Figure 1. Pin placement.
Pins as bars across the die edge, other pins in grey.
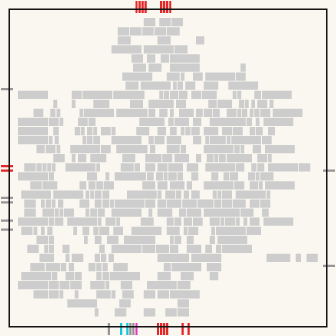
Figure 2. Routing congestion.
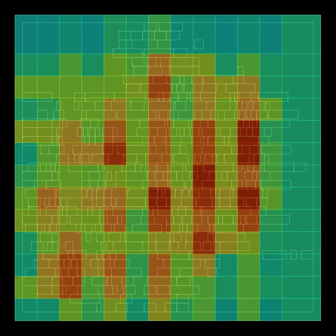
Figure 3. Sequential cells grouped by signal name.
Other sequential cells in the stronger grey, the rest of the logic in the fainter grey.
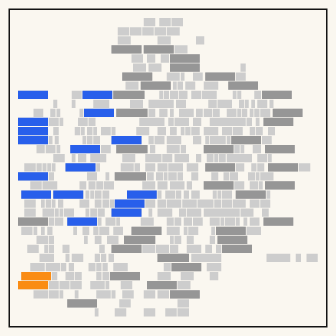
Figure 4. Metal 3.
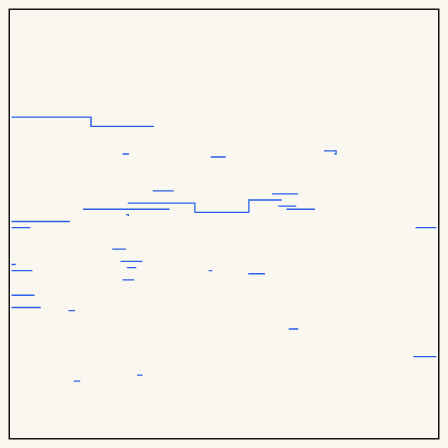
===== src/rtl/qrst_cmd_ctrl.sv =====
// Command front-end for the QICK reset synchronizer: issues level-held reset
// requests closed by a four-phase ack handshake, and generates the periodic sync pulse.
module qrst_cmd_ctrl #(
    parameter int unsigned PW       = 16,
    parameter int unsigned PER_DEF  = 1000,
    parameter int unsigned PULSE_HI = 4,
    parameter int unsigned TO_W     = 16,
    parameter int unsigned TO_CYC   = 4096
) (
    input  logic          t_clk_i,
    input  logic          t_rst_ni,
    input  logic          cmd_valid_i,
    input  logic [1:0]    cmd_op_i,
    input  logic [PW-1:0] cmd_data_i,
    output logic          cmd_ready_o,
    output logic          qrst_now_req_o,
    output logic          qrst_sync_req_o,
    input  logic          qrst_ack_i,
    output logic          pulse_sync_o,
    output logic          busy_o,
    output logic          done_o,
    output logic          timeout_o
);

    typedef enum logic [1:0] {IDLE, REQ, REL} state_t;
    typedef enum logic [1:0] {
        OP_NOP        = 2'd0,
        OP_RST_NOW    = 2'd1,
        OP_RST_SYNC   = 2'd2,
        OP_SET_PERIOD = 2'd3
    } op_t;

    localparam logic [PW-1:0]   PER_RST = PW'(PER_DEF);
    localparam logic [PW-1:0]   MIN_PER = PW'(2 * PULSE_HI);
    localparam logic [PW-1:0]   HI_CNT  = PW'(PULSE_HI);
    localparam logic [PW-1:0]   PER_ONE = PW'(1);
    localparam logic [TO_W-1:0] TO_LAST = TO_W'(TO_CYC - 1);
    localparam logic [TO_W-1:0] TO_ONE  = TO_W'(1);

    state_t          state;
    op_t             op;
    logic            accept;
    logic            set_period;
    logic            to_hit;
    logic [TO_W-1:0] to_cnt;
    logic [PW-1:0]   period;
    logic [PW-1:0]   eff_period;
    logic [PW-1:0]   sync_cnt;

    assign cmd_ready_o = (state == IDLE) && !qrst_ack_i;
    assign accept      = cmd_valid_i && cmd_ready_o;
    assign op          = op_t'(cmd_op_i);
    assign set_period  = accept && (op == OP_SET_PERIOD);
    assign to_hit      = (to_cnt == TO_LAST);
    assign busy_o      = (state != IDLE);

    // Short non-zero periods are stretched so the low phase is never shorter than the high phase.
    assign eff_period  = (period < MIN_PER) ? MIN_PER : period;

    always_ff @(posedge t_clk_i or negedge t_rst_ni) begin
        if (!t_rst_ni) begin
            state           <= IDLE;
            qrst_now_req_o  <= 1'b0;
            qrst_sync_req_o <= 1'b0;
            done_o          <= 1'b0;
            timeout_o       <= 1'b0;
            to_cnt          <= '0;
        end else begin
            done_o <= 1'b0;
            case (state)
                IDLE: begin
                    if (accept) begin
                        timeout_o <= 1'b0;
                        to_cnt    <= '0;
                        case (op)
                            OP_RST_NOW: begin
                                qrst_now_req_o <= 1'b1;
                                state          <= REQ;
                            end
                            OP_RST_SYNC: begin
                                qrst_sync_req_o <= 1'b1;
                                state           <= REQ;
                            end
                            default: done_o <= 1'b1;
                        endcase
                    end
                end
                REQ: begin
                    to_cnt <= to_cnt + TO_ONE;
                    // The ack is checked first so it wins over a coincident timeout.
                    if (qrst_ack_i) begin
                        qrst_now_req_o  <= 1'b0;
                        qrst_sync_req_o <= 1'b0;
                        state           <= REL;
                    end else if (to_hit) begin
                        qrst_now_req_o  <= 1'b0;
                        qrst_sync_req_o <= 1'b0;
                        timeout_o       <= 1'b1;
                        state           <= IDLE;
                    end
                end
                REL: begin
                    to_cnt <= to_cnt + TO_ONE;
                    if (!qrst_ack_i) begin
                        done_o <= 1'b1;
                        state  <= IDLE;
                    end else if (to_hit) begin
                        timeout_o <= 1'b1;
                        state     <= IDLE;
                    end
                end
                default: state <= IDLE;
            endcase
        end
    end

    always_ff @(posedge t_clk_i or negedge t_rst_ni) begin
        if (!t_rst_ni) begin
            period       <= PER_RST;
            sync_cnt     <= '0;
            pulse_sync_o <= 1'b0;
        end else begin
            pulse_sync_o <= (period != '0) && (sync_cnt < HI_CNT);
            if (set_period) begin
                period   <= cmd_data_i;
                sync_cnt <= '0;
            end else if ((period == '0) || (sync_cnt >= eff_period - PER_ONE)) begin
                sync_cnt <= '0;
            end else begin
                sync_cnt <= sync_cnt + PER_ONE;
            end
        end
    end

endmodule


===== config.mk =====
export PLATFORM = sky130hd
export DESIGN_NAME = qrst_cmd_ctrl
export DESIGN_NICKNAME = d
export VERILOG_FILES = /design/src/rtl/qrst_cmd_ctrl.sv
export SDC_FILE = /design/constraint.sdc
export NUM_CORES = 1
export LEC_CHECK = 0
export CAP_MARGIN = 20
export CORE_MARGIN = 2
export CORE_UTILIZATION = 40
export DETAILED_ROUTE_END_ITERATION = 16
export GPL_ROUTABILITY_DRIVEN = 1
export GPL_TIMING_DRIVEN = 0
export PLACE_DENSITY = 0.73
export SYNTH_ARGS = -nofsm -noshare
export SYNTH_HDL_FRONTEND = slang
export SYNTH_SLANG_ARGS = --single-unit

===== constraint.sdc =====
create_clock -name t_clk_i -period 3.45 [get_ports t_clk_i]
set_input_delay 0.345 -clock t_clk_i [delete_from_list [all_inputs] [get_ports t_clk_i]]
set_output_delay 0.345 -clock t_clk_i [all_outputs]
set_load 0.005 [all_outputs]

==> deck_impl_summary.md <==
Implementation Results

Global route
  • GR Overflow Total: 0
  • Tot GR Track Use: 0.1665
  • Global-route wire length before repair: 12000 µm
  • Vias in the first global route: 2602
  • Largest net degree at the start of global routing: 39

CTS
  • CTS tree: built
  • Clock tree sinks: 55
  • Deepest clock path buffer count: 2
  • Clk pin slew, worst setup/hold paths: 100 ps
  • Clock Tree Root: clkbuf_8
  • Clk ins delay skew pair: 310 ps
  • Inserted Clock Buffers: 5

Synth
  • Commonest flop: dfrtp_1
  • Simple-Gate Area Share: 0.2133
  • Post-Syn Area: 3297 µm²
  • Xor/xnor share: 0.09829
  • Largest type area fraction: 0.3719
  • Mux share: 0.06376
  • Yosys Instances: 330
  • Number of enable flip-flop cells: 0
  • Main area contributors: dfrtp_1 37%, ha_1 9.9%, xor2_1 5.8%, mux2_2 5.5%, nor2_1 5.1%
  • Ys async rst share: 1.000
  • Warnings from Yosys: 0
  • Syn avg cell area: 9.991 µm²
  • Compound-Gate Fraction of Synth Area: 0.08539
  • Registers, synthesis: 55
  • Yosys stat chip area: 3297 µm²
  • Cells after synthesis: 330
  • Register share after synthesis: 0.4197

Critical path
  • Startpoint types: flip-flop
  • Crit-path most repeated cell: nor4_4
  • Slowest-stage cell, CP: or4_4
  • Arrival time at the worst endpoint: 4050 ps
  • Critical-path cell list: or4_4, nor4_4, nand2b_1, nand2_2, ha_4, nand2_4, nor4_4, nand3b_1, xor2_1, ha_1, nand4_1, or3_1, o311a_1, o211ai_4, buf_6, nor2_1
  • Worst path max stage delay: 570 ps
  • Worst r2r src: period[5]
  • CP startpoint: period[5]
  • Setup slack, reg-to-reg: -400 ps

Route
  • DRT iter0 DRCs: 115
  • Residual DRC: 0
  • Remaining antenna violation count after routing: 0
  • Pre-antenna DRT Iters: 4
  • Routed length per placed instance: 14.24 µm
  • Average vias per placed instance: 5.310

Layout
  • Ant diodes: 0
  • Most frequent logic cell in the layout: dfrtp_1
  • Gate Area: 1904 µm²
  • Nets@finish: 429
  • Fill count: 754
  • Synth-to-layout area growth: 22.32%
  • Most frequent cells in the layout: 49 x dfrtp_1, 40 x nor2_1, 26 x clkdlybuf4s50_1

STA
  • Rel. slew slack: 0.3195
  • Worst-Margin Slew: 1011 ps
  • Fin crit share: 1.116
  • RSZ-0062 raised after global routing: true
  • Tmin final: 3850 ps
  • Max-slew violation count: 0
  • Final Hold Fails: 0
  • Hold_ws: 414.1 ps
  • Clock Skews: 9.703 ps
  • Setup WS post-layout: -400.0 ps
  • Setup violators final: 16
  • Max Clk Rate: 259.7 MHz

Run status
  • Failing checks: setup timing
  • Status: finished, violations left

Flow run
  • Tool warnings: 34
  • Max Cap Viol: 0

Pwr
  • Comb pwr share: 0.449
  • Total Power: 2.826 mW
  • Psw: 1.063 mW
  • Reg power frac: 0.375
  • Worst VDD drop: 377.6 µV
  • Leak: 1.769 nW
  • Int Power: 1.763 mW
  • Sw Ratio: 0.3762
  • Clock Power Share: 0.177
  • Pwr dens: 700.7 nW/µm²

Floorplan
  • Die Span X: 94.79 µm
  • Die area: 8984 µm²
  • Ports: 29
  • Core footprint: 8093 µm²
  • FP Core Util: 0.4074
  • Die Height: 94.79 µm
  • Row cnt: 33

Placement
  • Input/output buffers: 27
  • HPWL after DPL: 5053 µm

Worst hold path
  • Hold Crit Start: qrst_ack_i
Notes on Figure 1 above:
`cmd_op_i`: drawn in cyan, pins 2, direction input, edge bottom. `done_o`: drawn in magenta, pins 1, direction output, edge bottom. `cmd_data_i`: drawn in red, pins 16, direction input, edge 8 top, 6 bottom, 2 left.
All pins by edge: 12 bottom, 8 top, 7 left, 2 right.

Notes on Figure 2 above:
M3 GR Usage: 0.02634
final core occ: 0.4983
GR peak layer: met2
met1 Use GR: 0.2104

Notes on Figure 3 above:
`to_cnt`: drawn in blue, flops 16, where middle left. `state`: drawn in orange, flops 2.
Another 37 sequential cells are not coloured.
flop share of the area: 0.3432
P_seq: 1.06 mW

Notes on Figure 4 above:
22 nets have wire on it. The layer carries 180 µm of wire.
Vias: 2586
drt total wl: 6935 µm

[synth_stat cells (2+ instances only)]
library cell and instances:
o21ai_0 8, o21a_1 3, clkbuf_1 4, a21o_1 3, nor3b_1 2, inv_1 10, dfstp_2 6, a21oi_1 15
o41ai_1 2, dfrtp_1 49, nand2_1 19, nand4_1 10, xnor2_1 15, and2_1 2, nor3_1 10, or3_1 3
or4_4 2, and4_1 4, nand3_1 14, mux2_2 16, mux2i_1 3, nor2_1 45, and3_1 4, nor2b_1 2
ha_1 26, a31oi_1 3, nor4_1 7, nand2b_1 4, xor2_1 22
[cell type report]
type,count,share of cell area
well taps,105,0.03258
repair buffers,44,0.1021
inverters,10,0.009308
multi-input cells,259,0.4722
clock inverters,2,0.01489
plain buffers,6,0.007757
clock buffers,6,0.01800
flip-flops and latches,55,0.3432
[per-stage QoR]
| stage | setup TNS [ps] | instance area (µm²) | util | setup WS, ps | cells |
|---|---|---|---|---|---|
| after floorplan | -4824 | 3316 | - | -348.7 | 330 |
| after global placement | -10780 | 3717 | 0.4593 | -732.0 | 462 |
| after detailed placement | -11460 | 3732 | 0.4612 | -771.5 | 463 |
| after CTS | -6004 | 4003 | 0.4946 | -415.3 | 484 |
| after global routing | -9775 | 4033 | 0.4983 | -641.8 | 487 |
| final | -6002 | 4033 | 0.4983 | -400.0 | 487 |
[repair_timing]
| action | CTS | global route |
|---|---|---|
| hold buffers | 1 | 0 |
| endpoints found under the setup margin | 16 | 16 |
| endpoints found under the hold margin | 17 | 0 |
| buffers inserted | 11 | 3 |
| resized | 9 | 3 |
| pin swaps | 8 | 3 |
| cloned | 1 | 0 |
[per-layer routing]
layer  vias to the layer above  track usage  routed length, µm
met5                         -            0                  0
met4                         0      0.03986                 82
met3                        11      0.02634                180
met2                        40       0.2973               3630
met1                      1256       0.2104               3042
li1                       1279            -                  -
[kinds of logic (layout without fill, tap and decap cells)]
group                      after synthesis  count (layout)
AOI/OAI and AO/OA                       43              43
xor gates and xnor gates                37              37
adders and majority gates               26              26
buffers and inverters                   16              68
DFF                                     55              55
muxes                                   19              19
and+or+nand+nor                        134             134
[registers in the layout, summed over array words and instances, names as in the netlist]
register and count:
state 2, pulse_sync_o 1, period 16, to_cnt 16, sync_cnt 16, done_o 1
timeout_o 1, qrst_now_req_o 1, qrst_sync_req_o 1
[power groups by stage]
stage	clock network, mW	registers (mW)	logic (mW)
after floorplan	0	1.02	0.849
after global placement	0	1.06	1.08
after detailed placement	0	1.07	1.13
after CTS	0.509	1.05	1.25
after global routing	0.536	1.09	1.43
final	0.499	1.06	1.27
[worst max-delay path: cells and delay by family, from the launching register on]
kind            cells  cell delay, ps
compound gates      2             480
xor+xnor            1             160
fa+ha+maj           2             440
buf+inv             1             180
flops               1             410
simple gates       10            2050
[path summary, 6_finish.rpt]
check / endpoint / cells past startpoint
max: sync_cnt[11] / 16
min: done_o / 2
max reg2reg: sync_cnt[11] / 16
min reg2reg: to_cnt[1] / 1
max in group asynchronous: period[9] / 3
min in group asynchronous: sync_cnt[2] / 2
Power and IR drop assume default switching activity.
